===== config.mk =====
export PLATFORM = sky130hd
export DESIGN_NAME = mc_controller
export DESIGN_NICKNAME = d
export VERILOG_FILES = /design/src/rtl/mc_controller.sv
export SDC_FILE = /design/constraint.sdc
export NUM_CORES = 1
export LEC_CHECK = 0
export ABC_AREA = 1
export CAP_MARGIN = 20
export CORE_MARGIN = 1.5
export CORE_UTILIZATION = 35
export CTS_BUF_LIST = sky130_fd_sc_hd__clkbuf_8
export DETAILED_ROUTE_END_ITERATION = 8
export PLACE_DENSITY = 0.78
export SYNTH_ARGS = -nofsm -noshare
export SYNTH_HDL_FRONTEND = slang
export SYNTH_SLANG_ARGS = --single-unit

===== constraint.sdc =====
create_clock -name clk -period 1 [get_ports clk]
set_input_delay 0.1 -clock clk [delete_from_list [all_inputs] [get_ports clk]]
set_output_delay 0.1 -clock clk [all_outputs]
set_load 0.01 [all_outputs]

===== src/rtl/mc_controller.sv =====
// rtl/mc_controller.sv - multicycle FSM controller for the 16-bit gigaHurt CPU
module mc_controller #(
    parameter int          n       = 16,
    parameter logic [3:0]  ALU_ADD = 4'b0000,
    parameter logic [3:0]  ALU_SUB = 4'b0001
) (
    input  logic       clk,
    input  logic       reset,
    input  logic [2:0] op,
    input  logic [3:0] funct,
    input  logic       zero,
    input  logic       mem_ready,
    output logic       memread,
    output logic       memwrite,
    output logic       iord,
    output logic       irwrite,
    output logic       pcen,
    output logic       alusrca,
    output logic [1:0] alusrcb,
    output logic [1:0] pcsrc,
    output logic       regdst,
    output logic       memtoreg,
    output logic       regwrite,
    output logic [3:0] alucontrol,
    output logic       halted,
    output logic       illegal
);
    typedef enum logic [3:0] {
        IDLE, FETCH, DECODE, MEMADR, MEMRD, MEMWB, MEMWR,
        RTYPEEX, RTYPEWB, BEQEX, ADDIEX, ADDIWB, JEX, HALT
    } state_t;

    state_t state, state_next;
    logic   illegal_q;
    logic   pcwrite, branch;

    // illegal only records how HALT was entered, so it is set on the DECODE exit
    always_ff @(posedge clk or posedge reset) begin
        if (reset) begin
            state     <= IDLE;
            illegal_q <= 1'b0;
        end else begin
            state <= state_next;
            if (state == DECODE && op == 3'b110)
                illegal_q <= 1'b1;
        end
    end

    always_comb begin
        state_next = state;
        memread    = 1'b0;
        memwrite   = 1'b0;
        iord       = 1'b0;
        irwrite    = 1'b0;
        pcwrite    = 1'b0;
        branch     = 1'b0;
        alusrca    = 1'b0;
        alusrcb    = 2'b00;
        pcsrc      = 2'b00;
        regdst     = 1'b0;
        memtoreg   = 1'b0;
        regwrite   = 1'b0;
        alucontrol = ALU_ADD;
        unique case (state)
            IDLE: state_next = FETCH;
            FETCH: begin
                memread = 1'b1;
                alusrcb = 2'b01;
                irwrite = mem_ready;
                pcwrite = mem_ready;
                if (mem_ready) state_next = DECODE;
            end
            DECODE: begin
                alusrcb = 2'b11;
                unique case (op)
                    3'b000:         state_next = RTYPEEX;
                    3'b001, 3'b010: state_next = MEMADR;
                    3'b011:         state_next = BEQEX;
                    3'b100:         state_next = ADDIEX;
                    3'b101:         state_next = JEX;
                    default:        state_next = HALT;
                endcase
            end
            MEMADR: begin
                alusrca    = 1'b1;
                alusrcb    = 2'b10;
                state_next = (op == 3'b001) ? MEMRD : MEMWR;
            end
            MEMRD: begin
                memread = 1'b1;
                iord    = 1'b1;
                if (mem_ready) state_next = MEMWB;
            end
            MEMWB: begin
                memtoreg   = 1'b1;
                regwrite   = 1'b1;
                state_next = FETCH;
            end
            MEMWR: begin
                memwrite = 1'b1;
                iord     = 1'b1;
                if (mem_ready) state_next = FETCH;
            end
            RTYPEEX: begin
                alusrca    = 1'b1;
                alucontrol = funct;
                state_next = RTYPEWB;
            end
            RTYPEWB: begin
                regdst     = 1'b1;
                regwrite   = 1'b1;
                state_next = FETCH;
            end
            BEQEX: begin
                alusrca    = 1'b1;
                alucontrol = ALU_SUB;
                pcsrc      = 2'b01;
                branch     = 1'b1;
                state_next = FETCH;
            end
            ADDIEX: begin
                alusrca    = 1'b1;
                alusrcb    = 2'b10;
                state_next = ADDIWB;
            end
            ADDIWB: begin
                regwrite   = 1'b1;
                state_next = FETCH;
            end
            JEX: begin
                pcsrc      = 2'b10;
                pcwrite    = 1'b1;
                state_next = FETCH;
            end
            HALT: state_next = HALT;
            default: state_next = IDLE;
        endcase
    end

    assign pcen    = pcwrite | (branch & zero);
    assign halted  = (state == HALT);
    assign illegal = illegal_q;
endmodule


==> run_1/layers.png <==
(10 px per um) Two of the layers only.
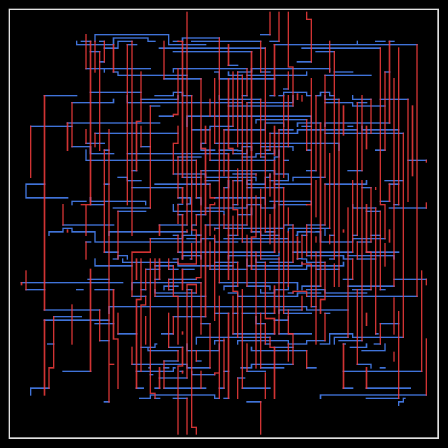
- M2: red (wire length 1,340 um)
- M1: blue (wire length 1,030 um)

==> run_1/m3.png <==
(10 px per um)
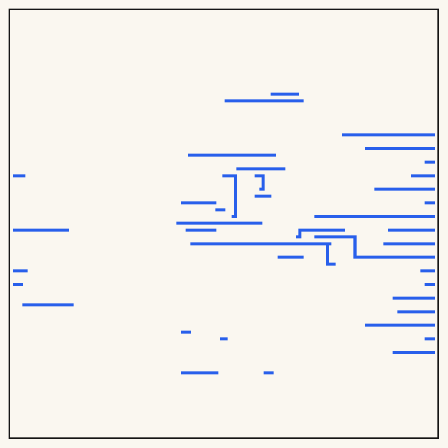
- longest straight run: 13.8 um
- main direction: horizontal
- nets with wire on the layer: 34
- wire length on this layer: 170 um
- share of all routed wire: 6.4%

==> run_1/placed.png <==
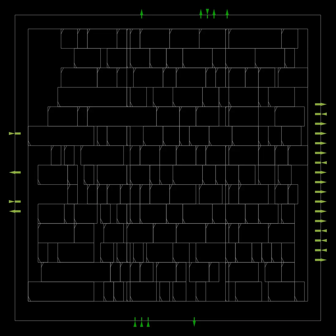
core utilization of the finished layout: 83.03%
well-tap cell count: 16
share of the final layout cell area in sequential cells: 10.43%
number of sequential storage elements: 5
Core Area: 1489 um^2

==> run summary, run 1 <==
Implementation numbers.

- In this run, synthesis produced a sequential element count of 5.
- For reference, XOR and XNOR gates occupy 0% of the area reported after synthesis.
- The post-CTS resize count is roughly 97.
- The leakage power of the design is around 0.00066 uW.
- TritonRoute reported its final design rule violation total as 0.
- Multi-input logic gates represent a cell area share of approximately 37%.
- The highest layer used for signal routing is met4.
- Non-clock buffers in the final layout number ~59.
- In the per-layer summary, the met1 wirelength comes to 1030 um.
- The register share after synthesis is between 20% and 30%.
- The wire length of the first global-routing pass is ~3300 um.
- The TritonCTS clock tree is done.
- The critical path in the final layout is reported with a setup slack of -0.4957 ns.
- The combinational share of power is a little under 80%.
- The post-place setup slack is -0.6504 ns.
- The timing report notes that buffer and inverter cells on the critical path total 2.
- The clock edge transition at the registers on the reported setup and hold paths is roughly 0.03 ns.
- The arrival time of data at the worst endpoint is listed as 1.40 ns.
- The met1 capacity usage during global routing is ~27%.
- The mean instance size in the synthesized netlist is about 5.5 um^2.
- In the final timing run, aggregate negative setup slack is -8.756 ns.
- The count of warnings emitted by yosys is 0.
- The total number of vias is about 920.
- The count of pins over their slew limit is 0.
- The iteration count recorded for the first detailed-route pass is 4.
- dfrtp_1 takes more of the synthesized area than any other cell.
- The number of buffers added on ports is 29.
- The checks that failed: setup timing.
- The power group with the highest consumption is combinational cells.
- Of the combinational cells, the family taking the most area is simple AND/OR/NAND/NOR gates.
- Once placement finished, the instance area stood at between 1000 and 1500 um^2.
- After detailed routing, the met3 layer carries between 150 and 200 um of wire.
- Max-cap violations in this run came to 0.
- The portion of total power attributed to the clock network is a little under a tenth.
- The launch point of the worst register-to-register path is recorded as state[2]$_DFFE_PP0P_.
- Once iteration 0 of detailed routing completed, the report listed 25 DRC markers.
- The last timing report of the flow puts the setup violation total at 23.
- The floorplan step records an initial core utilization of between 30% and 40%.
- The min-delay analysis places its worst path in the category in -> async.
- The overall chip area is between 1500 and 2000 um^2.
- The count of placed standard cells in the final layout, fillers left out is approximately 180.
- For this run, the script counts the antenna cells in the layout as 0.
- The launch point of the worst path is state[1]$_DFFE_PP0P_.
- The most numerous cell on the critical path is nor2_4.
- Summed over all combinational cells, the power is between 3000 and 4000 uW.
- Multi-input combinational cells in the finished layout were counted as approximately 74.
- The worst register-to-register path ends at state[0]$_DFFE_PP0P_.
- The max-slew check reports its worst relative slack as about four fifths.
- Synthesis produced 100 cells.
- The final setup skew is ~0.00095 ns.
- Buffers added to address setup during post-CTS repair amount to 8.
- The routed design shows a via density per instance of about 5.2.
- Synthesis instantiated 16 different standard cells from the library.
- STA classifies the critical path startpoint as a register.
- Per the layout area report, the combinational gate area comes to ~460 um^2.
- The logic depth of the worst register-to-register path is 10.
- The total routing usage reported by global routing is about a quarter.
- The master of the slowest instance on the critical path is dfrtp_2.
- The yosys cell count is about 100.
- The worst setup path is of the reg -> out kind.
- For this design the ratio of total power to cell area is 3117 nW/um^2.
- The synthesis run shows the most used standard cells to be nand2_1 (29), nor2_1 (22), inv_1 (18).
- Summing the areas of all compound-gate instances in the mapped netlist gives around a tenth of the synthesized area.
- The sequential group power is 442 uW.
- The final count of hold timing violations is 0.
- The cell count after placement is 162.
- The final weighted congestion in routability-driven placement is between 0.8 and 0.9.
- The post-synthesis mux area share is 0%.
- The wire length recorded after detailed routing is roughly 2600 um.
- The clock network area share is around 3.6%.
- Cell internal power was estimated by the tool at 1997 uW.
- The flow ran to the end, but the final reports show violations.
- The synthesized-area fraction occupied by and/or/nand/nor cells is a little over half.
==> run 2, diff against run 1 <==
--- a/config.mk
+++ b/config.mk
@@ -11,6 +11,7 @@
 export CORE_UTILIZATION = 35
 export CTS_BUF_LIST = sky130_fd_sc_hd__clkbuf_8
 export DETAILED_ROUTE_END_ITERATION = 8
+export GPL_TIMING_DRIVEN = 0
 export PLACE_DENSITY = 0.78
 export SYNTH_ARGS = -nofsm -noshare
 export SYNTH_HDL_FRONTEND = slang
==> run_2/util_map.png <==
(10 px per um) 9 x 9 tiles, from black (low) to pale yellow (high), 0 to 100% covered.
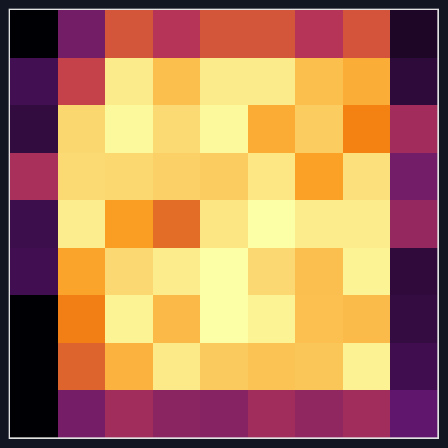
- emptiest ninth of the die: bottom left
- nearly empty tiles: 4.9%
- fullest tile: 100%
- tiles over 75% full: 54%
- densest ninth of the die: middle

==> run summary, run 2 <==
Implementation numbers.

- The yosys cell count is 100 (unchanged).
- The final setup skew was 0.0001830 ns (was 0.0009460 ns).
- The share of flip-flops with an asynchronous set or reset after synthesis came to 100.0% (unchanged).
- The share of the final layout cell area in sequential cells came to 10.61% (was 10.43%).
- The transition time of the tightest slew-check pin is 0.2633 ns (was 0.2770 ns).
- The TritonCTS clock tree is done (unchanged).
- The master of the slowest instance on the critical path is dfrtp_2 (unchanged).
- The total number of vias is 882 (was 920).
- The number of antenna diodes is 0 (unchanged).
- The total of endpoints with negative setup slack in the final report is 23 (unchanged).
- The area of combinational cells with multiple inputs is 491.7 um^2 (was 460.4 um^2).
- The number of post-CTS setup repair buffers is 17 (was 8).
- The register share after synthesis is 22.62% (unchanged).
- The worst flop-to-flop path startpoint is state[0]$_DFFE_PP0P_ (was state[2]$_DFFE_PP0P_).
- The initial detailed-routing violation count is 24 (was 25).
- The tap cell count came to 16 (unchanged).
- The type of origin of the critical path is a register (unchanged).
- The post-synthesis mux area share is 0% (unchanged).
- The relative area of non-clock buffer cells in the final design is 36.97% (was 40.38%).
- The multi-input combinational gate total is 74 (unchanged).
- The post-place setup slack is -0.7186 ns (was -0.6504 ns).
- The wire length of the first global-routing pass is 3726 um (was 3325 um).
- The overall routed net length was 2458 um (was 2643 um).
- The synthesized-area fraction occupied by xor and xnor cells is 0% (unchanged).
- The met1 capacity usage during global routing was 29.50% (was 27.34%).
- The aoi/oai-family share of the synthesized area is 9.955% (unchanged).
- The cell count after placement is 145 (was 162).
- The count of placed standard cells in the final layout, fillers left out came to 171 (was 178).
- The combined buffer and inverter count along the critical path is 3 (was 2).
- The launch point of the worst path is state[0]$_DFFE_PP0P_ (was state[1]$_DFFE_PP0P_).
- The arrival time reported for the critical path endpoint came to 1.35 ns (was 1.40 ns).
- The final count of hold timing violations is 0 (unchanged).
- The number of detailed-route iterations in the first pass is 5 (was 4).
- The internal cell power is 2037 uW (was 1997 uW).
- The sequential group power was 466 uW (was 442 uW).
- The start-to-end type of the worst setup path is reg -> out (unchanged).
- The post-CTS resize count is 110 (was 97).
- The overall chip area is 1828 um^2 (unchanged).
- Run status: finished, violations left (unchanged).
- The tightest slew margin relative to the limit is 82.26% (was 81.34%).
- The post-placement cell area is 877.1 um^2 (was 1001 um^2).
- The fmax is 687.9 MHz (was 668.6 MHz).
- The number of sequential cells is 5 (unchanged).
- The power density of the placed cells is 3287 nW/um^2 (was 3117 nW/um^2).
- The final critical-path setup slack came to -0.4538 ns (was -0.4957 ns).
- The distinct cell type count after synthesis came to 16 (unchanged).
- The number of buffers added on ports is 29 (unchanged).
- The proportion of cell area occupied by multi-input gates is 40.47% (was 37.25%).
- The highest layer used for signal routing is met4 (unchanged).
- The synthesized-area fraction occupied by and/or/nand/nor cells is 52.49% (unchanged).
- The class of the most critical hold timing path is in -> async (unchanged).
- The leakage power of the design is 0.0006420 uW (was 0.0006551 uW).
- The count of warnings emitted by yosys is 0 (unchanged).
- Violated checks: setup timing (unchanged).
- The starting density of the core is 37.14% (unchanged).
- The end-of-flow core utilization was 81.60% (was 83.03%).
- The combinational share of power is 79.5% (was 79.3%).
- The DRC violation count after routing is 0 (unchanged).
- The met3 wirelength from detailed routing was 155 um (was 169 um).
- The portion of total power attributed to the clock network is 8.8% (was 9.2%).
- The mean instance size in the synthesized netlist was 5.530 um^2 (unchanged).
- The maximum number of pins on one net before global-route repair came to 8 (was 6).
- The clock edge transition at the registers on the reported setup and hold paths is 0.03 ns (about the same).
- The final weighted congestion in routability-driven placement is 0.9110 (was 0.8724).
- The count of plain and timing-repair buffers was 52 (was 59).
- The terminus of the critical flop-to-flop path was state[1]$_DFFE_PP0P_ (was state[0]$_DFFE_PP0P_).
- The biggest combinational cell group after synthesis is simple AND/OR/NAND/NOR gates (unchanged).
- The total routing usage reported by global routing is 26.45% (was 24.23%).
- The wire length on met1 is 1029 um (was 1030 um).
- The area inside the core boundary is 1489 um^2 (unchanged).
- The accumulated negative setup slack is -7.456 ns (was -8.756 ns).
- The cell type with the largest total area is dfrtp_1 (unchanged).
- The total half-perimeter wirelength after legalization and detailed placement came to 1256 um (was 1428 um).
- The logic depth of the worst register-to-register path is 10 (unchanged).
- The critical path capture point is pcen (unchanged).
- The clock network area share is 3.708% (was 3.644%).
- The max-capacitance violation count is 0 (unchanged).
- The register bit total from synthesis was 5 (unchanged).
- The per-cell via count in the routed design is 5.158 (was 5.169).
- The reported combinational group power is 3180 uW (was 3050 uW).
==> run 3, diff against run 2 <==
--- a/config.mk
+++ b/config.mk
@@ -7,12 +7,12 @@
 export LEC_CHECK = 0
 export ABC_AREA = 1
 export CAP_MARGIN = 20
-export CORE_MARGIN = 1.5
 export CORE_UTILIZATION = 35
 export CTS_BUF_LIST = sky130_fd_sc_hd__clkbuf_8
 export DETAILED_ROUTE_END_ITERATION = 8
 export GPL_TIMING_DRIVEN = 0
-export PLACE_DENSITY = 0.78
+export PLACE_DENSITY = 0.74
+export SKIP_CTS_REPAIR_TIMING = 1
 export SYNTH_ARGS = -nofsm -noshare
 export SYNTH_HDL_FRONTEND = slang
 export SYNTH_SLANG_ARGS = --single-unit
==> run_3/placed.png <==
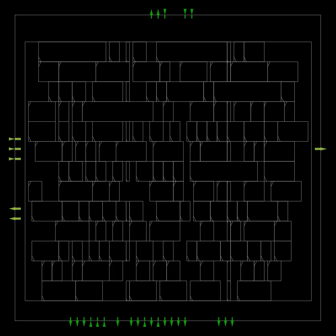
well-tap cell count: 15
floorplan row count: 13
Core Area: 1383 um^2
fillers: 129

==> run summary, run 3 <==
Implementation numbers.

- The synthesized-area fraction occupied by xor and xnor cells is 0% (unchanged).
- The post-synthesis mux area share is 0% (unchanged).
- The power density of the placed cells is 3046 nW/um^2 (was 3287 nW/um^2).
- The cell type with the largest total area is dfrtp_1 (unchanged).
- The cell count after placement is 144 (was 145).
- The proportion of cell area occupied by multi-input gates is 41.48% (was 40.47%).
- The post-placement cell area was 875.8 um^2 (was 877.1 um^2).
- The combinational share of power came to 74.3% (was 79.5%).
- The number of detailed-route iterations in the first pass came to 4 (was 5).
- The terminus of the critical flop-to-flop path is state[2]$_DFFE_PP0P_ (was state[1]$_DFFE_PP0P_).
- The final critical-path setup slack came to -0.4785 ns (was -0.4538 ns).
- Run status: finished, violations left (unchanged).
- The mean instance size in the synthesized netlist is 5.530 um^2 (unchanged).
- The wire length of the first global-routing pass is 2601 um (was 3726 um).
- The met3 wirelength from detailed routing is 69 um (was 155 um).
- The count of placed standard cells in the final layout, fillers left out is 156 (was 171).
- Violated checks: setup timing (unchanged).
- The type of origin of the critical path is a register (unchanged).
- The logic depth of the worst register-to-register path is 8 (was 10).
- The count of plain and timing-repair buffers was 38 (was 52).
- The overall routed net length was 1896 um (was 2458 um).
- The start-to-end type of the worst setup path is reg -> out (unchanged).
- The sequential group power is 423 uW (was 466 uW).
- The combined buffer and inverter count along the critical path came to 3 (unchanged).
- The accumulated negative setup slack was -7.736 ns (was -7.456 ns).
- The final setup skew is 0.002246 ns (was 0.0001830 ns).
- The overall chip area is 1743 um^2 (was 1828 um^2).
- The number of cells produced by synthesis is 100 (unchanged).
- The total of endpoints with negative setup slack in the final report is 23 (unchanged).
- The multi-input combinational gate total is 74 (unchanged).
- The register bit total from synthesis was 5 (unchanged).
- The power group with the highest consumption is combinational cells (unchanged).
- The post-place setup slack came to -0.7080 ns (was -0.7186 ns).
- The total number of vias is 761 (was 882).
- The per-cell via count in the routed design is 4.878 (was 5.158).
- The reported combinational group power is 2290 uW (was 3180 uW).
- The share of the final layout cell area in sequential cells is 12.59% (was 10.61%).
- The clock network area share is 4.444% (was 3.708%).
- The number of sequential cells was 5 (unchanged).
- The clock edge transition at the registers on the reported setup and hold paths was 0.04 ns (was 0.03 ns).
- The tightest slew margin relative to the limit was 82.80% (was 82.26%).
- The biggest combinational cell group after synthesis is simple AND/OR/NAND/NOR gates (unchanged).
- The fmax is 676.3 MHz (was 687.9 MHz).
- The maximum number of pins on one net before global-route repair came to 10 (was 8).
- Commonest cells in the netlist: nand2_1 (29), nor2_1 (22), inv_1 (18) (unchanged).
- The initial detailed-routing violation count was 29 (was 24).
- The total half-perimeter wirelength after legalization and detailed placement is 1303 um (was 1256 um).
- The launch point of the worst path is state[0]$_DFFE_PP0P_ (unchanged).
- The TritonCTS clock tree is done (unchanged).
- The internal cell power came to 1530 uW (was 2037 uW).
- The end-of-flow core utilization is 73.30% (was 81.60%).
- The number of antenna diodes is 0 (unchanged).
- The distinct cell type count after synthesis is 16 (unchanged).
- The number of buffers added on ports is 29 (unchanged).
- The met1 capacity usage during global routing is 24.47% (was 29.50%).
- The area of combinational cells with multiple inputs is 420.4 um^2 (was 491.7 um^2).
- The count of warnings emitted by yosys is 0 (unchanged).
- The critical path capture point is pcen (unchanged).
- The register share after synthesis is 22.62% (unchanged).
- The final count of hold timing violations came to 0 (unchanged).
- The count of pins over their slew limit is 0 (unchanged).
- The class of the most critical hold timing path is in -> async (unchanged).
- The arrival time reported for the critical path endpoint was 1.38 ns (was 1.35 ns).
No activity file was given, so power comes from the tool's default toggle rates.
